File: src/rtl/stopwatch_controller.sv
// Stopwatch control: debounces the keys, generates the count tick and sequences
// start/stop, lap freeze, clear/preset loads and the 59:59 halt for an mm:ss BCD counter chain.
module stopwatch_controller #(
  parameter int unsigned TICK_DIV        = 5000000,
  parameter int unsigned FAST_MULT       = 10,
  parameter int unsigned DEBOUNCE_CYCLES = 250000,
  parameter logic [15:0] PRESET_VALUE    = 16'h5900
) (
  input  logic        CLK,
  input  logic        RESET_N,
  input  logic [3:0]  KEY,
  input  logic [15:0] TIME_BCD,
  output logic        INCREMENT,
  output logic        WRITE_ENABLE,
  output logic [15:0] WRITE_VALUE,
  output logic [15:0] DISP_BCD,
  output logic [2:0]  STATE,
  output logic        RUNNING
);

  localparam int unsigned NUM_KEYS = 4;
  localparam int unsigned TICK_W   = (TICK_DIV > 1) ? $clog2(TICK_DIV) : 1;
  localparam int unsigned SLOW_W   = (FAST_MULT > 1) ? $clog2(FAST_MULT) : 1;
  localparam int unsigned DEB_W    = (DEBOUNCE_CYCLES > 1) ? $clog2(DEBOUNCE_CYCLES) : 1;

  localparam logic [TICK_W-1:0] TICK_LAST = TICK_W'(TICK_DIV - 1);
  localparam logic [SLOW_W-1:0] SLOW_LAST = SLOW_W'(FAST_MULT - 1);
  localparam logic [DEB_W-1:0]  DEB_LAST  = DEB_W'(DEBOUNCE_CYCLES - 1);
  localparam logic [15:0]       FULL_BCD  = 16'h5959;

  typedef enum logic [2:0] {
    ST_STOPPED = 3'd0,
    ST_RUNNING = 3'd1,
    ST_LAP     = 3'd2,
    ST_LOAD    = 3'd3,
    ST_FULL    = 3'd4
  } state_t;

  state_t state_q, state_d;

  logic [NUM_KEYS-1:0] key_s1, key_s2, key_deb;
  logic [DEB_W-1:0]    deb_cnt [NUM_KEYS];
  logic [NUM_KEYS-1:0] deb_done_c, press_c;
  logic                ev_start_c, ev_clear_c, ev_lap_c, fast_c;

  logic [TICK_W-1:0] base_cnt;
  logic [SLOW_W-1:0] slow_cnt;
  logic              base_pulse_c, tick_c, at_full_c, counting_c, presc_clear_c;

  logic [15:0] load_value_c, write_value_d, disp_d;
  logic        increment_d, write_enable_d, running_d;

  // Two-flop synchronizer; released level (1) out of reset
  always_ff @(posedge CLK or negedge RESET_N) begin
    if (!RESET_N) begin
      key_s1 <= '1;
      key_s2 <= '1;
    end else begin
      key_s1 <= KEY;
      key_s2 <= key_s1;
    end
  end

  // A key's debounced level flips once its synced level has disagreed for DEBOUNCE_CYCLES cycles in a row
  always_comb begin
    deb_done_c = '0;
    for (int i = 0; i < NUM_KEYS; i++) begin
      deb_done_c[i] = (key_s2[i] != key_deb[i]) && (deb_cnt[i] == DEB_LAST);
    end
  end

  always_ff @(posedge CLK or negedge RESET_N) begin
    if (!RESET_N) begin
      key_deb <= '1;
      for (int i = 0; i < NUM_KEYS; i++) deb_cnt[i] <= '0;
    end else begin
      for (int i = 0; i < NUM_KEYS; i++) begin
        if (key_s2[i] == key_deb[i]) begin
          deb_cnt[i] <= '0;
        end else if (deb_done_c[i]) begin
          deb_cnt[i] <= '0;
          key_deb[i] <= key_s2[i];
        end else begin
          deb_cnt[i] <= deb_cnt[i] + DEB_W'(1);
        end
      end
    end
  end

  // Press = debounced 1->0; same-cycle priority KEY0 > KEY3 > KEY1
  assign press_c    = deb_done_c & key_deb;
  assign ev_start_c = press_c[0];
  assign ev_clear_c = press_c[3] & ~press_c[0];
  assign ev_lap_c   = press_c[1] & ~press_c[0] & ~press_c[3];
  assign fast_c     = ~key_deb[2];

  assign base_pulse_c = (base_cnt == TICK_LAST);
  assign tick_c       = base_pulse_c && (fast_c || (slow_cnt == SLOW_LAST));
  assign at_full_c    = (TIME_BCD == FULL_BCD);
  assign counting_c   = (state_q == ST_RUNNING) || (state_q == ST_LAP);

  // Prescaler free-runs; restarted on start so the first count is a full period
  always_ff @(posedge CLK or negedge RESET_N) begin
    if (!RESET_N) begin
      base_cnt <= '0;
      slow_cnt <= '0;
    end else if (presc_clear_c) begin
      base_cnt <= '0;
      slow_cnt <= '0;
    end else begin
      base_cnt <= base_pulse_c ? '0 : base_cnt + TICK_W'(1);
      if (base_pulse_c) slow_cnt <= (slow_cnt == SLOW_LAST) ? '0 : slow_cnt + SLOW_W'(1);
    end
  end

  // State and registered outputs
  always_ff @(posedge CLK or negedge RESET_N) begin
    if (!RESET_N) begin
      state_q      <= ST_STOPPED;
      INCREMENT    <= 1'b0;
      WRITE_ENABLE <= 1'b0;
      WRITE_VALUE  <= 16'h0000;
      DISP_BCD     <= 16'h0000;
      RUNNING      <= 1'b0;
    end else begin
      state_q      <= state_d;
      INCREMENT    <= increment_d;
      WRITE_ENABLE <= write_enable_d;
      WRITE_VALUE  <= write_value_d;
      DISP_BCD     <= disp_d;
      RUNNING      <= running_d;
    end
  end

  assign STATE = state_q;

  // Next state; a stop always beats a coincident tick
  always_comb begin
    state_d      = state_q;
    load_value_c = 16'h0000;
    case (state_q)
      ST_STOPPED, ST_FULL: begin
        if (ev_start_c && (state_q == ST_STOPPED)) begin
          state_d = ST_RUNNING;
        end else if (ev_clear_c) begin
          state_d = ST_LOAD;
        end else if (ev_lap_c) begin
          state_d      = ST_LOAD;
          load_value_c = PRESET_VALUE;
        end
      end
      ST_RUNNING, ST_LAP: begin
        if (ev_start_c) begin
          state_d = ST_STOPPED;
        end else if (tick_c && at_full_c) begin
          state_d = ST_FULL;
        end else if (ev_lap_c) begin
          state_d = (state_q == ST_RUNNING) ? ST_LAP : ST_RUNNING;
        end
      end
      default: state_d = ST_STOPPED;
    endcase
  end

  // Output next-values; DISP_BCD freezes only while staying in LAP
  always_comb begin
    increment_d    = 1'b0;
    write_enable_d = 1'b0;
    write_value_d  = WRITE_VALUE;
    disp_d         = TIME_BCD;
    running_d      = 1'b0;
    presc_clear_c  = 1'b0;

    increment_d    = tick_c && counting_c && !at_full_c && !ev_start_c;
    write_enable_d = (state_d == ST_LOAD);
    if (write_enable_d) write_value_d = load_value_c;
    if ((state_q == ST_LAP) && (state_d == ST_LAP)) disp_d = DISP_BCD;
    running_d      = (state_d == ST_RUNNING) || (state_d == ST_LAP);
    presc_clear_c  = (state_q == ST_STOPPED) && (state_d == ST_RUNNING);
  end

endmodule

File: config.mk
export PLATFORM = sky130hd
export DESIGN_NAME = stopwatch_controller
export DESIGN_NICKNAME = d
export VERILOG_FILES = /design/src/rtl/stopwatch_controller.sv
export SDC_FILE = /design/constraint.sdc
export NUM_CORES = 1
export LEC_CHECK = 0
export CAP_MARGIN = 20
export CORE_AREA = 2 2 211 109
export DETAILED_ROUTE_END_ITERATION = 12
export DIE_AREA = 0 0 213 111
export PLACE_DENSITY_LB_ADDON = 0.2
export SYNTH_ARGS = -nofsm -noshare
export SYNTH_HDL_FRONTEND = slang
export SYNTH_SLANG_ARGS = --single-unit
File: constraint.sdc
create_clock -name CLK -period 3.75 [get_ports CLK]
set_input_delay 0.75 -clock CLK [delete_from_list [all_inputs] [get_ports CLK]]
set_output_delay 0.75 -clock CLK [all_outputs]
set_load 0.05 [all_outputs]
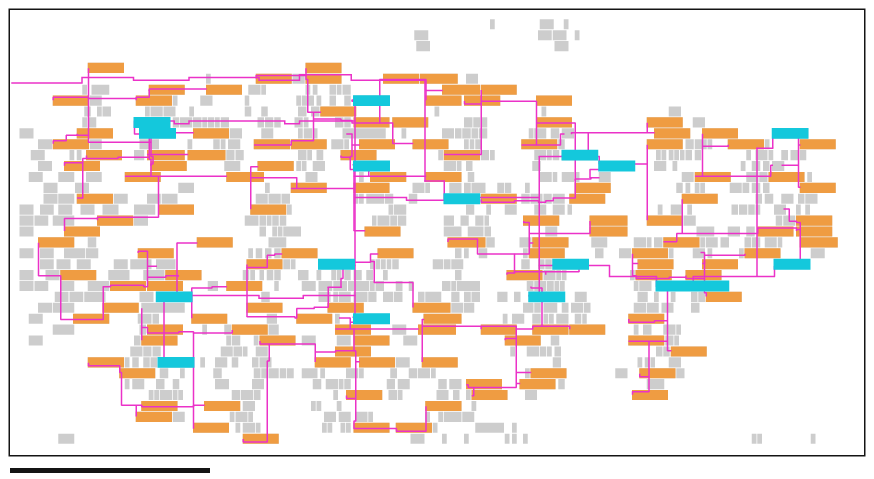
Figure 1: run 1, clock distribution.
Bar = 50 um.
- orange: flip-flops (count 134)
- cyan: clock drivers (count 17)
- magenta: clock wires (length 2050 um)
- flops lie: spread over the die
- routed clock nets: 18
reported clock group power: 0.00171 W
post-route clock skew: 10.8 ps
clk ins delay skew pair: 430 ps
fraction of power consumed by the clock network: 50.6%

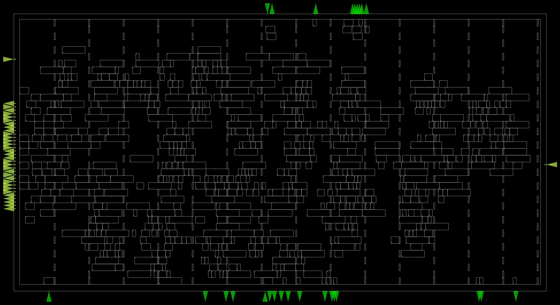
Figure 2: run 1, cell placement.
seq_cells: 134
Final Instance Count excl. Fillers: 1004
Core Region: 22100 um^2

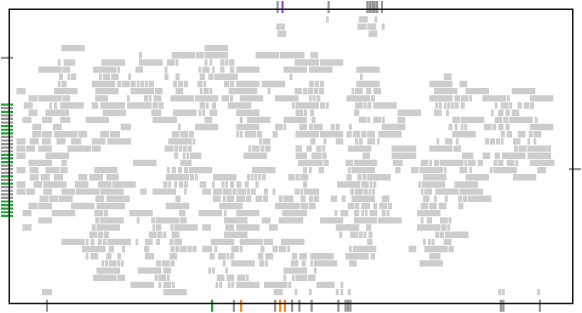
Figure 3: run 1, I/O pins on the die edge.
Pins as bars across the die edge, other pins in gray.
- purple: WRITE_ENABLE (pins 1; direction output; edge top)
- orange: STATE (pins 3; direction output; edge bottom)
- green: DISP_BCD (pins 16; direction output; edge 15 left, 1 bottom)
- all pins by edge: 33 left, 17 bottom, 9 top, 1 right

==> flow_summary.html, run 1 <==
<h2>Implementation results</h2>
<table>
<tr><th>Metric</th><th>Value</th></tr>
<tr><th colspan="2">Outcome</th></tr>
<tr><td>Status</td><td>completed</td></tr>
<tr><th colspan="2">Drt</th></tr>
<tr><td>Via-per-instance ratio</td><td>4.60</td></tr>
<tr><td>Starting DRC count in detailed routing</td><td>~240</td></tr>
<tr><td>DRC viols</td><td>0</td></tr>
<tr><td>Residual antenna-violating net count after detailed routing</td><td>0</td></tr>
<tr><td>Via count</td><td>4614</td></tr>
<tr><td>Total Wirelength</td><td>~14 mm</td></tr>
<tr><th colspan="2">Timing</th></tr>
<tr><td>Final tally of hold violations</td><td>0</td></tr>
<tr><td>Post-Route Setup TNS</td><td>0 ps</td></tr>
<tr><td>Peak Freq</td><td>about 330 MHz</td></tr>
<tr><td>Max-slew violation count</td><td>0</td></tr>
<tr><td>Worst Hold Margin</td><td>354 ps</td></tr>
<tr><td>Post-route fraction of the period consumed by the critical path</td><td>slightly above 80%</td></tr>
<tr><th colspan="2">Worst setup path</th></tr>
<tr><td>Worst reg-to-reg setup slack</td><td>approximately 680 ps</td></tr>
<tr><td>Critical path capture point</td><td>DISP_BCD[7]$_DFFE_PN0N_</td></tr>
<tr><td>Crit path kind</td><td>flip-flop to flip-flop</td></tr>
<tr><td>Reg-to-reg endpoint</td><td>DISP_BCD[7]$_DFFE_PN0N_</td></tr>
<tr><td>Most common cell type on the critical path</td><td>or4b_1</td></tr>
<tr><td>Required time of the worst setup path</td><td>between 4000 and 5000 ps</td></tr>
<tr><td>Reg2reg path depth</td><td>7</td></tr>
<tr><td>Sum of buffers and inverters on the critical path</td><td>1</td></tr>
<tr><td>Arr. time, crit path</td><td>between 3000 and 4000 ps</td></tr>
<tr><td>Delay contributed by the slowest stage of the critical path</td><td>570 ps</td></tr>
<tr><td>Critical-path cell with the highest stage delay</td><td>or4b_1</td></tr>
<tr><td>Kind of end point of the critical path</td><td>flip-flop</td></tr>
<tr><th colspan="2">Power</th></tr>
<tr><td>Internal power contribution</td><td>0.00256 W</td></tr>
<tr><td>Sequential group share of total power</td><td>44.0%</td></tr>
<tr><td>Power consumption</td><td>between 0.003 and 0.004 W</td></tr>
<tr><td>Net switching fraction of the power</td><td>approximately 24%</td></tr>
<tr><td>Power Density</td><td>433 nW/um^2</td></tr>
<tr><th colspan="2">Clock tree</th></tr>
<tr><td>Total setup buffers inserted after CTS</td><td>0</td></tr>
<tr><td>CTS max path bufs</td><td>2</td></tr>
<tr><td>Hold-fix buffers at CTS</td><td>0</td></tr>
<tr><td>Clock-pin slew on the worst setup and hold paths</td><td>approximately 60 ps</td></tr>
<tr><td>Post-CTS resize count</td><td>0</td></tr>
<tr><th colspan="2">Synthesis</th></tr>
<tr><td>XOR-XNOR Cells, Area Fraction</td><td>10.2%</td></tr>
<tr><td>Main flop type</td><td>dfrtp_1</td></tr>
<tr><td>Post-synth seq share</td><td>52.2%</td></tr>
<tr><td>Most used standard cells in the synthesized netlist</td><td>122 x dfrtp_1, 108 x nor2_1, 44 x nand3_1</td></tr>
<tr><td>Top cell area share</td><td>approximately 47%</td></tr>
<tr><td>Ys flops</td><td>approximately 130</td></tr>
<tr><td>Fraction of synthesis flops using an asynchronous set or reset pin</td><td>100%</td></tr>
<tr><td>Post-synthesis chip area from yosys</td><td>6450 um^2</td></tr>
<tr><td>Post-synth EDFFs</td><td>0</td></tr>
<tr><td>Compound-Gate Fraction of Synth Area</td><td>roughly 3.7%</td></tr>
<tr><td>Post-synthesis simple-gate area fraction</td><td>between 20 and 25%</td></tr>
<tr><td>Dominant combinational family</td><td>simple AND/OR/NAND/NOR gates</td></tr>
<tr><td>Mean instance size in the synthesized netlist</td><td>10.3 um^2</td></tr>
<tr><td>Cell count in the Yosys report</td><td>between 600 and 700</td></tr>
<tr><td>Syn Std Cell Area</td><td>about 6400 um^2</td></tr>
<tr><td>Leading area contributor after synthesis</td><td>dfrtp_1</td></tr>
<tr><td>Count of distinct cell types in the synthesized netlist</td><td>approximately 51</td></tr>
<tr><th colspan="2">GRT</th></tr>
<tr><td>Gr busiest metal</td><td>met1</td></tr>
<tr><td>Met2 usage</td><td>between 15 and 20%</td></tr>
<tr><td>Via count of the first global-routing pass</td><td>roughly 4600</td></tr>
<tr><td>Antenna violations before repair</td><td>0</td></tr>
<tr><td>Met3 Track Usage GR</td><td>5.30%</td></tr>
<tr><td>First-pass GRT wire length</td><td>23.7 mm</td></tr>
<tr><td>GRT Overall Usage</td><td>between 10 and 15%</td></tr>
<tr><td>Pin count of the biggest net entering global routing</td><td>80</td></tr>
<tr><th colspan="2">Cells and area</th></tr>
<tr><td>Layout-stage area growth over the synthesis result</td><td>21.2%</td></tr>
<tr><td>Number of nets in the layout</td><td>slightly above 700</td></tr>
<tr><td>Fraction of area in multi-input gates</td><td>~37%</td></tr>
<tr><td>Max FFs per register</td><td>about 70</td></tr>
<tr><td>Inverter tally of the final layout excluding the clock network</td><td>14</td></tr>
<tr><td>Count of multi-input combinational gates</td><td>between 400 and 500</td></tr>
<tr><td>Register area</td><td>around 3400 um^2</td></tr>
<tr><td>Post-layout util</td><td>35.4%</td></tr>
<tr><td>Count of plain and timing-repair buffers</td><td>roughly 54</td></tr>
<tr><td>Clk cell area share</td><td>under 10%</td></tr>
<tr><td>Fill count</td><td>roughly 2200</td></tr>
<tr><td>Registers with the most flip-flops</td><td>deb_cnt x72, base_cnt x23, DISP_BCD x16</td></tr>
<tr><td>Layout cell share with drive strength beyond 1</td><td>11.2%</td></tr>
<tr><td>Cell area after layout</td><td>about 8000 um^2</td></tr>
<tr><td>Highest-count cells in the layout ignoring fill and taps</td><td>122 x dfrtp_1, 108 x nor2_1, 46 x clkdlybuf4s50_1, 44 x nand3_1, 40 x xor2_1</td></tr>
<tr><td>Dominant kind of cell</td><td>flip-flops and latches</td></tr>
<tr><th colspan="2">Floorplan</th></tr>
<tr><td>Die Width</td><td>about 210 um</td></tr>
<tr><td>Tapcell Cnt</td><td>between 300 and 400</td></tr>
<tr><td>Count of boundary I/O pins</td><td>60</td></tr>
<tr><td>Std-Cell Rows</td><td>39</td></tr>
<tr><th colspan="2">Worst hold path</th></tr>
<tr><td>Worst hold-check path type</td><td>flip-flop to flip-flop</td></tr>
<tr><td>Worst hold path cell count</td><td>0</td></tr>
<tr><th colspan="2">Place</th></tr>
<tr><td>Post-placement cell count</td><td>about 970</td></tr>
<tr><td>Tally of buffers added on design ports</td><td>approximately 47</td></tr>
<tr><td>Post-DP Area</td><td>between 7000 and 8000 um^2</td></tr>
<tr><th colspan="2">Flow run</th></tr>
<tr><td>Total tool warning count</td><td>27</td></tr>
</table>
-- run 1: metal layers --
layer | up-vias | wire length, um
li1 | 2251 | -
met1 | 2248 | 7430
met2 | 98 | 5530
met3 | 17 | 846
met4 | 0 | 177
met5 | - | 0
-- run 1: logic make-up (layout without fill, tap and decap cells) --
kind of cell / Yosys count / count (layout)
fa+ha+maj: 7 / 7
buf+inv: 43 / 100
compound gates: 44 / 44
simple gates: 303 / 303
xor+xnor: 75 / 75
mux: 22 / 22
flops: 134 / 134
other cells: 1 / 12
-- run 1: power by group through the flow --
stage	Sequential (W)	Clock, W	Combinational [W]
after floorplan	0.00154	0	0.0000764
after global placement	0.00152	0	0.000182
after detailed placement	0.00152	0	0.000187
after CTS	0.00149	0.00175	0.000187
after global routing	0.00149	0.00182	0.000199
final	0.00149	0.00171	0.000183
## Run 2: what changed since run 1
- clock period: 3.75 -> 2.5 ns (I/O delays scaled with it)
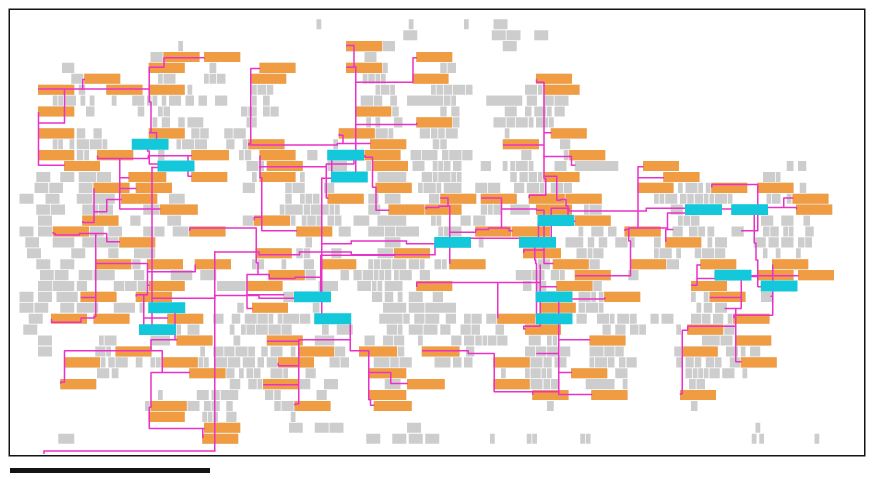
Figure 4: run 2, clock distribution.
Bar = 50 um.
- cyan: clock drivers (count 17)
- magenta: clock wires (length 1880 um)
- orange: flip-flops (count 134)
- routed clock nets: 18

==> flow_summary.html, run 2 <==
<h2>Implementation results</h2>
<table>
<tr><th>Metric</th><th>Value</th></tr>
<tr><th colspan="2">Outcome</th></tr>
<tr><td>Status</td><td>finished with violations</td></tr>
<tr><td>Violated checks</td><td>negative setup slack</td></tr>
<tr><th colspan="2">Worst setup path</th></tr>
<tr><td>Required time of the worst setup path</td><td>about 2800 ps</td></tr>
<tr><td>Stages on worst setup path</td><td>10</td></tr>
<tr><td>Reg2reg start</td><td>deb_cnt[65]$_DFF_PN0_</td></tr>
<tr><td>Reg2reg path depth</td><td>10</td></tr>
<tr><td>Worst reg-to-reg setup slack</td><td>-220 ps</td></tr>
<tr><td>Critical-path cell with the highest stage delay</td><td>or4_4</td></tr>
<tr><td>Critical path capture point</td><td>base_cnt[8]$_DFF_PN0_</td></tr>
<tr><td>Critical Path Start Type</td><td>flip-flop</td></tr>
<tr><td>Worst-path fanout max</td><td>6</td></tr>
<tr><td>Sum of buffers and inverters on the critical path</td><td>4</td></tr>
<tr><td>Beginning of the critical path</td><td>deb_cnt[65]$_DFF_PN0_</td></tr>
<tr><td>Crit path kind</td><td>flip-flop to flip-flop</td></tr>
<tr><td>Arr. time, crit path</td><td>3020 ps</td></tr>
<tr><td>Kind of end point of the critical path</td><td>flip-flop</td></tr>
<tr><td>Top cell family by delay on the critical path</td><td>simple AND/OR/NAND/NOR gates</td></tr>
<tr><td>Cell-by-cell listing of the critical path</td><td>or4_4, or3_4, buf_4, buf_6, or3_4, nor3_4, or2_4, buf_6, clkbuf_16, nor2_1</td></tr>
<tr><td>Delay contributed by the slowest stage of the critical path</td><td>540 ps</td></tr>
<tr><td>Reg-to-reg endpoint</td><td>base_cnt[8]$_DFF_PN0_</td></tr>
<tr><th colspan="2">Drt</th></tr>
<tr><td>Number of iterations in the first detailed-routing pass</td><td>4</td></tr>
<tr><td>Highest signal layer in the routed design</td><td>met4</td></tr>
<tr><td>Via-per-instance ratio</td><td>4.43</td></tr>
<tr><td>Routed wire length on met3</td><td>around 650 um</td></tr>
<tr><td>Total Wirelength</td><td>~14 mm</td></tr>
<tr><td>Starting DRC count in detailed routing</td><td>290</td></tr>
<tr><td>Residual antenna-violating net count after detailed routing</td><td>0</td></tr>
<tr><td>Via count</td><td>about 4800</td></tr>
<tr><td>DRC viols</td><td>0</td></tr>
<tr><td>Met1 Wirelength</td><td>a little under 8 mm</td></tr>
<tr><td>Routed WL per cell</td><td>roughly 13 um</td></tr>
<tr><td>Routed met2 length</td><td>5.85 mm</td></tr>
<tr><th colspan="2">Cells and area</th></tr>
<tr><td>Registers with the most flip-flops</td><td>deb_cnt x72, base_cnt x23, DISP_BCD x16</td></tr>
<tr><td>Most common cell after layout, fill and taps aside</td><td>dfrtp_1</td></tr>
<tr><td>Layout-stage area growth over the synthesis result</td><td>33.1%</td></tr>
<tr><td>Highest-count cells in the layout ignoring fill and taps</td><td>122 x dfrtp_1, 106 x nor2_1, 78 x buf_4, 46 x clkdlybuf4s50_1, 43 x nand3_1</td></tr>
<tr><td>Cell area after layout</td><td>8590 um^2</td></tr>
<tr><td>Final Instance Count excl. Fillers</td><td>between 1000 and 1500</td></tr>
<tr><td>Number of nets in the layout</td><td>795</td></tr>
<tr><td>Layout cell share with drive strength beyond 1</td><td>about 22%</td></tr>
<tr><td>Antenna cells</td><td>0</td></tr>
<tr><td>Max FFs per register</td><td>72</td></tr>
<tr><td>Register with the highest flop count</td><td>deb_cnt</td></tr>
<tr><td>Post-layout util</td><td>38.8%</td></tr>
<tr><td>Fill count</td><td>roughly 2100</td></tr>
<tr><th colspan="2">Clock tree</th></tr>
<tr><td>Clock-pin slew on the worst setup and hold paths</td><td>about 60 ps</td></tr>
<tr><td>Clk Tree Root Cell</td><td>clkbuf_16</td></tr>
<tr><td>Clock sinks</td><td>about 130</td></tr>
<tr><td>CTS max path bufs</td><td>2</td></tr>
<tr><td>Number of clock buffers inserted by TritonCTS</td><td>17</td></tr>
<tr><td>H-tree depth reported by CTS</td><td>4</td></tr>
<tr><td>Clk ins delay skew pair</td><td>between 400 and 500 ps</td></tr>
<tr><td>Hold-fix buffers at CTS</td><td>0</td></tr>
<tr><td>CTS tree</td><td>built</td></tr>
<tr><th colspan="2">GRT</th></tr>
<tr><td>Gr busiest metal</td><td>met1</td></tr>
<tr><td>First-pass GRT wire length</td><td>approximately 24 mm</td></tr>
<tr><td>GRT Overall Usage</td><td>a little over an eighth</td></tr>
<tr><td>Antenna violations before repair</td><td>0</td></tr>
<tr><td>Grt total ovfl</td><td>0</td></tr>
<tr><td>Met2 usage</td><td>between 10% and 20%</td></tr>
<tr><td>Via count of the first global-routing pass</td><td>4867</td></tr>
<tr><td>Met1 Track Usage GR</td><td>20.0%</td></tr>
<tr><td>Pin count of the biggest net entering global routing</td><td>57</td></tr>
<tr><td>Met3 Track Usage GR</td><td>around 4%</td></tr>
<tr><th colspan="2">Synthesis</th></tr>
<tr><td>Post-synth EDFFs</td><td>0</td></tr>
<tr><td>Leading area contributor after synthesis</td><td>dfrtp_1</td></tr>
<tr><td>Number of instances in the synthesized netlist</td><td>approximately 630</td></tr>
<tr><td>Top cell area share</td><td>between 40% and 50%</td></tr>
<tr><td>Fraction of synthesis flops using an asynchronous set or reset pin</td><td>100%</td></tr>
<tr><td>Post-synthesis cell type with the largest instance count</td><td>dfrtp_1</td></tr>
<tr><td>Mean instance size in the synthesized netlist</td><td>just over 10 um^2</td></tr>
<tr><td>Synth warnings</td><td>0</td></tr>
<tr><td>Cell count in the Yosys report</td><td>629</td></tr>
<tr><td>Cell area leaders</td><td>dfrtp_1 47%, nor2_1 6.3%, xor2_1 5.4%, dfstp_2 4.9%, xnor2_1 4.8%</td></tr>
<tr><td>Syn Std Cell Area</td><td>around 6400 um^2</td></tr>
<tr><td>Count of distinct cell types in the synthesized netlist</td><td>51</td></tr>
<tr><td>Post-synthesis chip area from yosys</td><td>6450 um^2</td></tr>
<tr><td>Main flop type</td><td>dfrtp_1</td></tr>
<tr><td>XOR-XNOR Cells, Area Fraction</td><td>between 10% and 20%</td></tr>
<tr><td>Adder and majority gate portion of the synthesized area</td><td>between 1 and 1.5%</td></tr>
<tr><td>Most used standard cells in the synthesized netlist</td><td>122 x dfrtp_1, 108 x nor2_1, 44 x nand3_1</td></tr>
<tr><td>Dominant combinational family</td><td>simple AND/OR/NAND/NOR gates</td></tr>
<tr><td>Compound-Gate Fraction of Synth Area</td><td>about 3.7%</td></tr>
<tr><td>Post-synth seq share</td><td>52.2%</td></tr>
<tr><td>Ys flops</td><td>134</td></tr>
<tr><td>Post-synthesis simple-gate area fraction</td><td>24.3%</td></tr>
<tr><td>Multiplexer share of the synthesized area</td><td>~4.4%</td></tr>
<tr><th colspan="2">Floorplan</th></tr>
<tr><td>Count of boundary I/O pins</td><td>~60</td></tr>
<tr><td>Die Width</td><td>~210 um</td></tr>
<tr><td>Area of the die</td><td>approximately 24000 um^2</td></tr>
<tr><td>Core Region</td><td>roughly 22000 um^2</td></tr>
<tr><td>Die Span Y</td><td>about 110 um</td></tr>
<tr><td>Floorplan utilization</td><td>between 20 and 30%</td></tr>
<tr><td>Std-Cell Rows</td><td>39</td></tr>
<tr><th colspan="2">Power</th></tr>
<tr><td>Net switching fraction of the power</td><td>23.2%</td></tr>
<tr><td>Fraction of power consumed by the clock network</td><td>48.8%</td></tr>
<tr><td>Internal power contribution</td><td>approximately 0.0038 W</td></tr>
<tr><td>Power dissipated by switching net loads</td><td>about 0.0012 W</td></tr>
<tr><td>Dominant power group</td><td>the clock network</td></tr>
<tr><td>Power Density</td><td>about 580 nW/um^2</td></tr>
<tr><td>Worst IR drop on VDD</td><td>0.274 mV</td></tr>
<tr><td>Fraction of power consumed by combinational cells</td><td>under 10%</td></tr>
<tr><td>Flop+latch power</td><td>between 0.002 and 0.0025 W</td></tr>
<tr><td>Sequential group share of total power</td><td>between 40% and 50%</td></tr>
<tr><td>Total combinational power</td><td>approximately 0.00030 W</td></tr>
<tr><td>Lkg Pwr</td><td>around 3.7 nW</td></tr>
<tr><td>Reported clock group power</td><td>around 0.0024 W</td></tr>
<tr><th colspan="2">Timing</th></tr>
<tr><td>Post-route fraction of the period consumed by the critical path</td><td>109%</td></tr>
<tr><td>Fin worst setup slack</td><td>-224 ps</td></tr>
<tr><td>Post-Route Setup TNS</td><td>-7570 ps</td></tr>
<tr><td>Worst Tran Pin Value</td><td>a little under 600 ps</td></tr>
<tr><td>Unrepaired setup endpoints after global routing</td><td>yes</td></tr>
<tr><td>Peak Freq</td><td>367 MHz</td></tr>
<tr><td>Final period demand of the worst path</td><td>2720 ps</td></tr>
<tr><td>Setup-violating endpoint count in the final report</td><td>46</td></tr>
<tr><td>Worst Hold Margin</td><td>roughly 46 ps</td></tr>
<tr><td>Max-slew violation count</td><td>0</td></tr>
<tr><td>Final tally of hold violations</td><td>0</td></tr>
<tr><td>Relative max-transition margin</td><td>between 60 and 70%</td></tr>
<tr><td>Post-route clock skew</td><td>9.23 ps</td></tr>
<tr><th colspan="2">Place</th></tr>
<tr><td>Post-DP Area</td><td>between 7000 and 8000 um^2</td></tr>
<tr><td>Tally of buffers added on design ports</td><td>~47</td></tr>
<tr><td>Final weighted congestion in routability-driven placement</td><td>around 0.81</td></tr>
<tr><td>Post-placement cell count</td><td>between 1000 and 1500</td></tr>
<tr><td>Estimated wirelength of the detail-placed design</td><td>approximately 10 mm</td></tr>
<tr><th colspan="2">Flow run</th></tr>
<tr><td>Max Cap Violations</td><td>0</td></tr>
<tr><td>Total tool warning count</td><td>30</td></tr>
<tr><th colspan="2">Worst hold path</th></tr>
<tr><td>Worst hold-check path type</td><td>input pin to asynchronous set/reset pin</td></tr>
</table>
run 2: repair_timing:
action | 4_1_cts | 5_1_grt
resized | 16 | 7
setup buffers | 4 | 3
setup endpoints to repair | 42 | 46
cloned | 1 | 2
pin swaps | 5 | 2
run 2: layout make-up:
cell class | count | area, um^2 | area share, %
multi-input combinational | 463 | 2960 | 34.4
inverter | 14 | 52.6 | 0.612
clock buffer | 23 | 488 | 5.68
timing repair buffer | 136 | 1240 | 14.5
tap | 307 | 384 | 4.47
clock inverter | 9 | 92.6 | 1.08
sequential | 134 | 3370 | 39.2
run 2: stage by stage:
stage	total power, W	worst slack (ps)
floorplan	0.00243	-361
global placement	0.00257	-307
detailed placement	0.00258	-397
CTS	0.00504	-232
global route	0.00516	-299
finish	0.00495	-224
No activity file was given, so power comes from the tool's default toggle rates.
